[config.mk]
export PLATFORM = sky130hd
export DESIGN_NAME = freq_sel_gen_flat
export DESIGN_NICKNAME = d
export VERILOG_FILES = /design/src/rtl/freq_sel_gen_if.sv /design/src/rtl/freq_sel_gen.sv /design/src/flat_wrapper.sv
export SDC_FILE = /design/constraint.sdc
export NUM_CORES = 1
export LEC_CHECK = 0
export CORE_ASPECT_RATIO = 1.1
export CORE_MARGIN = 5
export CORE_UTILIZATION = 30
export CTS_BUF_LIST = sky130_fd_sc_hd__clkbuf_4 sky130_fd_sc_hd__clkbuf_8
export DETAILED_ROUTE_END_ITERATION = 8
export SYNTH_ARGS = -nofsm -noshare
export SYNTH_HDL_FRONTEND = slang
export SYNTH_SLANG_ARGS = --single-unit
[constraint.sdc]
create_clock -name clkfreq -period 5.9 [get_ports clkfreq]
set_clock_uncertainty 0.15 [all_clocks]
set_input_delay 1.475 -clock clkfreq [delete_from_list [all_inputs] [get_ports clkfreq]]
set_output_delay 1.475 -clock clkfreq [all_outputs]
set_load 0.01 [all_outputs]
[src/rtl/freq_sel_gen_if.sv]
// Control/status bundle for freq_sel_gen: switch inputs in, square wave and status out.
interface freq_sel_gen_if;
  logic       en;
  logic [1:0] sel;
  logic       outfreq;
  logic       tick;
  logic [1:0] cur_sel;
  logic       pending;

  modport master (output en, sel, input outfreq, tick, cur_sel, pending);
  modport slave  (input en, sel, output outfreq, tick, cur_sel, pending);
endinterface

[src/rtl/freq_sel_gen.sv]
// Glitch-free four-rate square-wave generator; rate/enable changes land only on period boundaries.
module freq_sel_gen #(
  parameter int CLK_HZ   = 50_000_000,
  parameter int RATE0_HZ = 1,
  parameter int RATE1_HZ = 2,
  parameter int RATE2_HZ = 5,
  parameter int RATE3_HZ = 10,
  parameter int CNT_W    = 26
) (
  input logic           clkfreq,
  input logic           rst_n,
  freq_sel_gen_if.slave bus
);

  function automatic logic [CNT_W-1:0] half_of(input int rate);
    int h;
    h = CLK_HZ / (2 * rate);
    if (h < 1) h = 1;
    return CNT_W'(h);
  endfunction

  localparam logic [3:0][CNT_W-1:0] HALF = {half_of(RATE3_HZ), half_of(RATE2_HZ),
                                            half_of(RATE1_HZ), half_of(RATE0_HZ)};

  typedef enum logic [1:0] {IDLE, HI, LO} state_t;

  state_t           state;
  logic [CNT_W-1:0] cnt;
  logic             en_meta, en_s;
  logic [1:0]       sel_meta, sel_s;
  logic             outfreq_q, tick_q;
  logic [1:0]       cur_sel_q;
  logic             last;

  // Switches are asynchronous to clkfreq: two flops before the FSM sees them.
  always_ff @(posedge clkfreq or negedge rst_n) begin
    if (!rst_n) begin
      en_meta  <= 1'b0;
      en_s     <= 1'b0;
      sel_meta <= 2'd0;
      sel_s    <= 2'd0;
    end else begin
      en_meta  <= bus.en;
      en_s     <= en_meta;
      sel_meta <= bus.sel;
      sel_s    <= sel_meta;
    end
  end

  assign last = (cnt == HALF[cur_sel_q] - CNT_W'(1));

  always_ff @(posedge clkfreq or negedge rst_n) begin
    if (!rst_n) begin
      state     <= IDLE;
      cnt       <= '0;
      outfreq_q <= 1'b0;
      tick_q    <= 1'b0;
      cur_sel_q <= 2'd0;
    end else begin
      tick_q <= 1'b0;
      case (state)
        IDLE: begin
          outfreq_q <= 1'b0;
          cnt       <= '0;
          if (en_s) begin
            cur_sel_q <= sel_s;
            outfreq_q <= 1'b1;
            tick_q    <= 1'b1;
            state     <= HI;
          end
        end
        HI: begin
          if (last) begin
            outfreq_q <= 1'b0;
            cnt       <= '0;
            state     <= LO;
          end else begin
            cnt <= cnt + CNT_W'(1);
          end
        end
        LO: begin
          if (last) begin
            cnt <= '0;
            // Disable wins over a simultaneous rate change at the period end.
            if (!en_s) begin
              state <= IDLE;
            end else begin
              cur_sel_q <= sel_s;
              outfreq_q <= 1'b1;
              tick_q    <= 1'b1;
              state     <= HI;
            end
          end else begin
            cnt <= cnt + CNT_W'(1);
          end
        end
        default: begin
          state     <= IDLE;
          cnt       <= '0;
          outfreq_q <= 1'b0;
        end
      endcase
    end
  end

  assign bus.outfreq = outfreq_q;
  assign bus.tick    = tick_q;
  assign bus.cur_sel = cur_sel_q;
  // Decoded purely from registers, so no input reaches it combinationally.
  assign bus.pending = (state != IDLE) && (sel_s != cur_sel_q);

endmodule

[src/flat_wrapper.sv]
// flat-port wrapper written by rule: the top's interface ports become plain ports
module freq_sel_gen_flat 
#(
  parameter int CLK_HZ   = 50_000_000,
  parameter int RATE0_HZ = 1,
  parameter int RATE1_HZ = 2,
  parameter int RATE2_HZ = 5,
  parameter int RATE3_HZ = 10,
  parameter int CNT_W    = 26
)
  (clkfreq, rst_n, bus_en, bus_sel, bus_outfreq, bus_tick, bus_cur_sel, bus_pending);
  freq_sel_gen_if bus_i ();
  input logic clkfreq;
  input logic rst_n;
  input wire logic [$bits(bus_i.en)-1:0] bus_en;
  input wire logic [$bits(bus_i.sel)-1:0] bus_sel;
  output wire logic [$bits(bus_i.outfreq)-1:0] bus_outfreq;
  output wire logic [$bits(bus_i.tick)-1:0] bus_tick;
  output wire logic [$bits(bus_i.cur_sel)-1:0] bus_cur_sel;
  output wire logic [$bits(bus_i.pending)-1:0] bus_pending;
  assign bus_i.en = bus_en;
  assign bus_i.sel = bus_sel;
  assign bus_outfreq = bus_i.outfreq;
  assign bus_tick = bus_i.tick;
  assign bus_cur_sel = bus_i.cur_sel;
  assign bus_pending = bus_i.pending;
  freq_sel_gen #(.CLK_HZ(CLK_HZ), .RATE0_HZ(RATE0_HZ), .RATE1_HZ(RATE1_HZ), .RATE2_HZ(RATE2_HZ), .RATE3_HZ(RATE3_HZ), .CNT_W(CNT_W)) u_core (.clkfreq(clkfreq), .rst_n(rst_n), .bus(bus_i));
endmodule
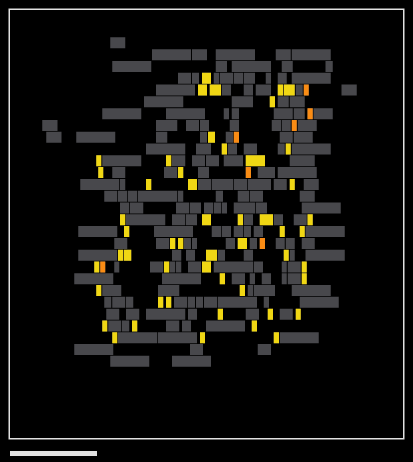
(images/logic_types.png)
Scale bar: 20 um.
NOR gates: shown in yellow, cells 51. inverters: shown in orange, cells 7.
logic share of the area: 0.4679
fin cells: 319

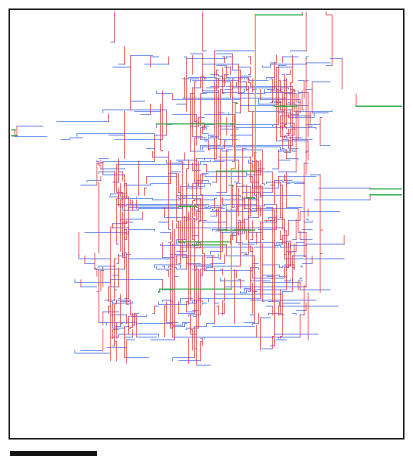
(images/wires.png)
Scale bar: 20 um.
metal 3: shown in green, wire length 122 um. metal 4: shown in orange, wire length 79.8 um. metal 2: shown in red, wire length 2090 um. metal 1: shown in blue, wire length 2010 um.
global-route usage over all layers: 0.1037
routed len/inst: 13.49 um
Total Wirelength: 4.302 mm
total number of vias: 1600

==> run summary <==
fresh numbers from the pnr run: status=finished, final reports clean, clock share of power=0.260, number of synthesized flops with an enable pin=0, yosys synthesis warning count=0, multi-input gates=172, worst setup path start=u_core.state[0]$_DFFE_PN0P_, multi-input logic area=1111 um2, fp_density=0.3062, Reg clk slew, reported paths=0.08 ns, Top-area cell share=0.4431, CTS resizes=0, Critical Path Sink Type=output pin, Cells on Worst Hold Path=0, stage-log warning count=30, DRC viols=0, Worst setup SP type=register, CP max FO=11, Antenna Violating Nets Remaining=0, Endpoint, Worst Hold=u_core.en_s$_DFF_PN0_, CTS tree=built, r2r setup slk=2.46 ns, Yosys Chip Area=2146 um2, Arrival @ worst endpoint=1.84 ns, Post-Place Cells=311, Area Overhead vs Synth=10.67%, Final Cycle Share=0.5877, Slew HR=0.4433, pre-CTS setup slack=2.431 ns, capture point of the critical path=bus_pending, largest area contributor in the netlist=dfrtp_1, Commonest flop=dfrtp_1, final setup TNS=0 ns, Latency at later pin=0.29 ns, DP Area=2280 um2, nonclk inv count=7, critical path's slowest cell=clkdlybuf4s50_1, max incr delay on CP=0.55 ns, most frequent cells after synthesis=38 x dfrtp_1, 38 x nor2_1, 16 x nand2_1, 14 x xnor2_1, 14 x xor2_1, Routability Congestion=0.8378, sequential fraction of design power=0.440, Synth async-reset ratio=1.000, RSZ-0062 raised after global routing=false, start point of the worst hold path=u_core.en_meta$_DFF_PN0_, Buffers, non-clock=9, largest net degree at the start of global routing=39, initial antenna violation count=0, chip area=8946 um2, global-route wire length before repair=7.631 mm, Longest Clk Path Bufs=2, Hold Worst Slack=0.2036 ns, vias in the first global route=1602, Die Span Y=98.70 um, CTS Buf Count=5, Internal Power=0.4858 mW, total gr overflow=0, max frequency=288.4 MHz, crit path time final=3.467 ns, mapped cell area=2146 um2, share of layout cells above drive strength 1=0.07265, VDD IR max=96.50 uV, Hold Fails Final Rpt=0, Lkg Pwr=0.9381 nW, Worst Max-Slew Pin Slew=0.8350 ns, CP Depth=4
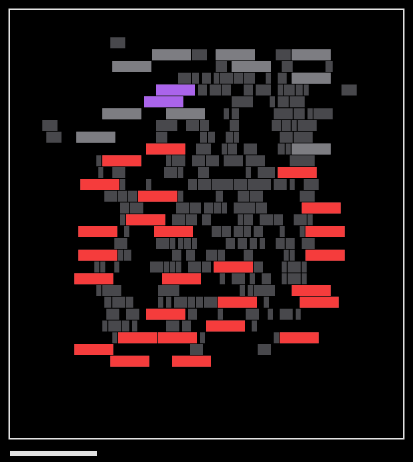
(images/flops_by_reg.png)
Scale bar: 20 um. Other sequential cells in the stronger grey, the rest of the logic in the fainter grey.
`u_core.cnt`: shown in red, flops 26. `u_core.sel_s`: shown in purple, flops 2.
Another 10 sequential cells are not coloured.
register area: 950.9 um2
sequential cell power: 0.330 mW
flop share of the area: 0.4004

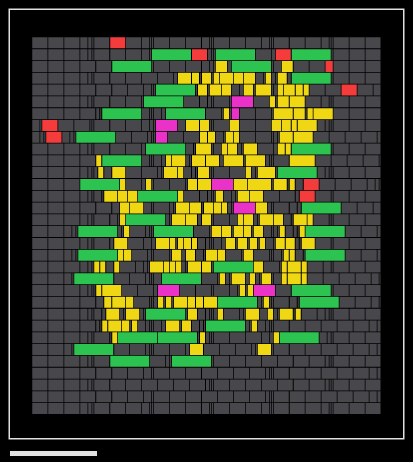
(images/placement_by_type.png)
Scale bar: 20 um. Fill, decap, tap and diode cells in grey.
combinational and other logic: shown in yellow, cells 179, share of their area 50%. other buffers and delay cells: shown in red, cells 9, share of their area 3.8%. clock drivers and dummy loads: shown in magenta, cells 8, share of their area 4.2%. flops: shown in green, cells 38, share of their area 42%.
final core occ: 0.3389
core area: 7007 um2
cell row count: 32

-- metal layers --
layer,GRT usage,vias to the layer above,wire length (um),part of all wire
met5,0,-,0,0
met3,0.02137,6,121,0.028
li1,-,801,-,-
met1,0.1374,768,2009,0.47
met2,0.1655,25,2091,0.49
met4,0.04124,0,79,0.018
-- flip-flops by register name (all words and copies together), names as in the netlist --
register,cells
u_core.cnt,26
u_core.bus.cur_sel,2
u_core.sel_meta,2
u_core.bus.outfreq,1
u_core.state,2
u_core.en_s,1
u_core.sel_s,2
u_core.bus.tick,1
u_core.en_meta,1
-- cells by family after synthesis --
kind of cell / Yosys count / share of synthesized area
DFF: 38 / 0.4431
adders and majority gates: 6 / 0.03498
and+or+nand+nor: 106 / 0.2560
xor gates and xnor gates: 28 / 0.1143
AOI/OAI and AO/OA: 32 / 0.1125
buffers and inverters: 18 / 0.03907
-- power by group through the flow --
stage	Clock, mW	Combinational (mW)	Sequential (mW)
final	0.195	0.225	0.330
after detailed placement	0	0.229	0.335
after global placement	0	0.226	0.333
after CTS	0.198	0.230	0.330
after global routing	0.209	0.255	0.336
after floorplan	0	0.187	0.315
-- cell usage in the layout, fill, tap and decap left out, types with 2 or more instances in the layout --
cell,netlist,routed
nand2_1,16,16
nor2b_1,6,6
nand2b_1,5,5
xnor2_1,14,14
o211ai_1,2,2
nor3_1,2,2
or2_2,3,3
nand3_1,6,6
nor2_1,38,38
nor3b_1,3,3
clkdlybuf4s50_1,0,8
nand4_1,10,10
ha_1,6,6
and4_1,3,3
xor2_1,14,14
and3_1,6,6
o21ai_0,4,4
a21oi_1,6,6
a2111oi_0,2,2
inv_1,7,7
nand3b_1,3,3
a31oi_1,2,2
o22ai_1,2,2
dfrtp_1,38,38
clkbuf_8,0,6
No activity file was given, so power comes from the tool's default toggle rates.
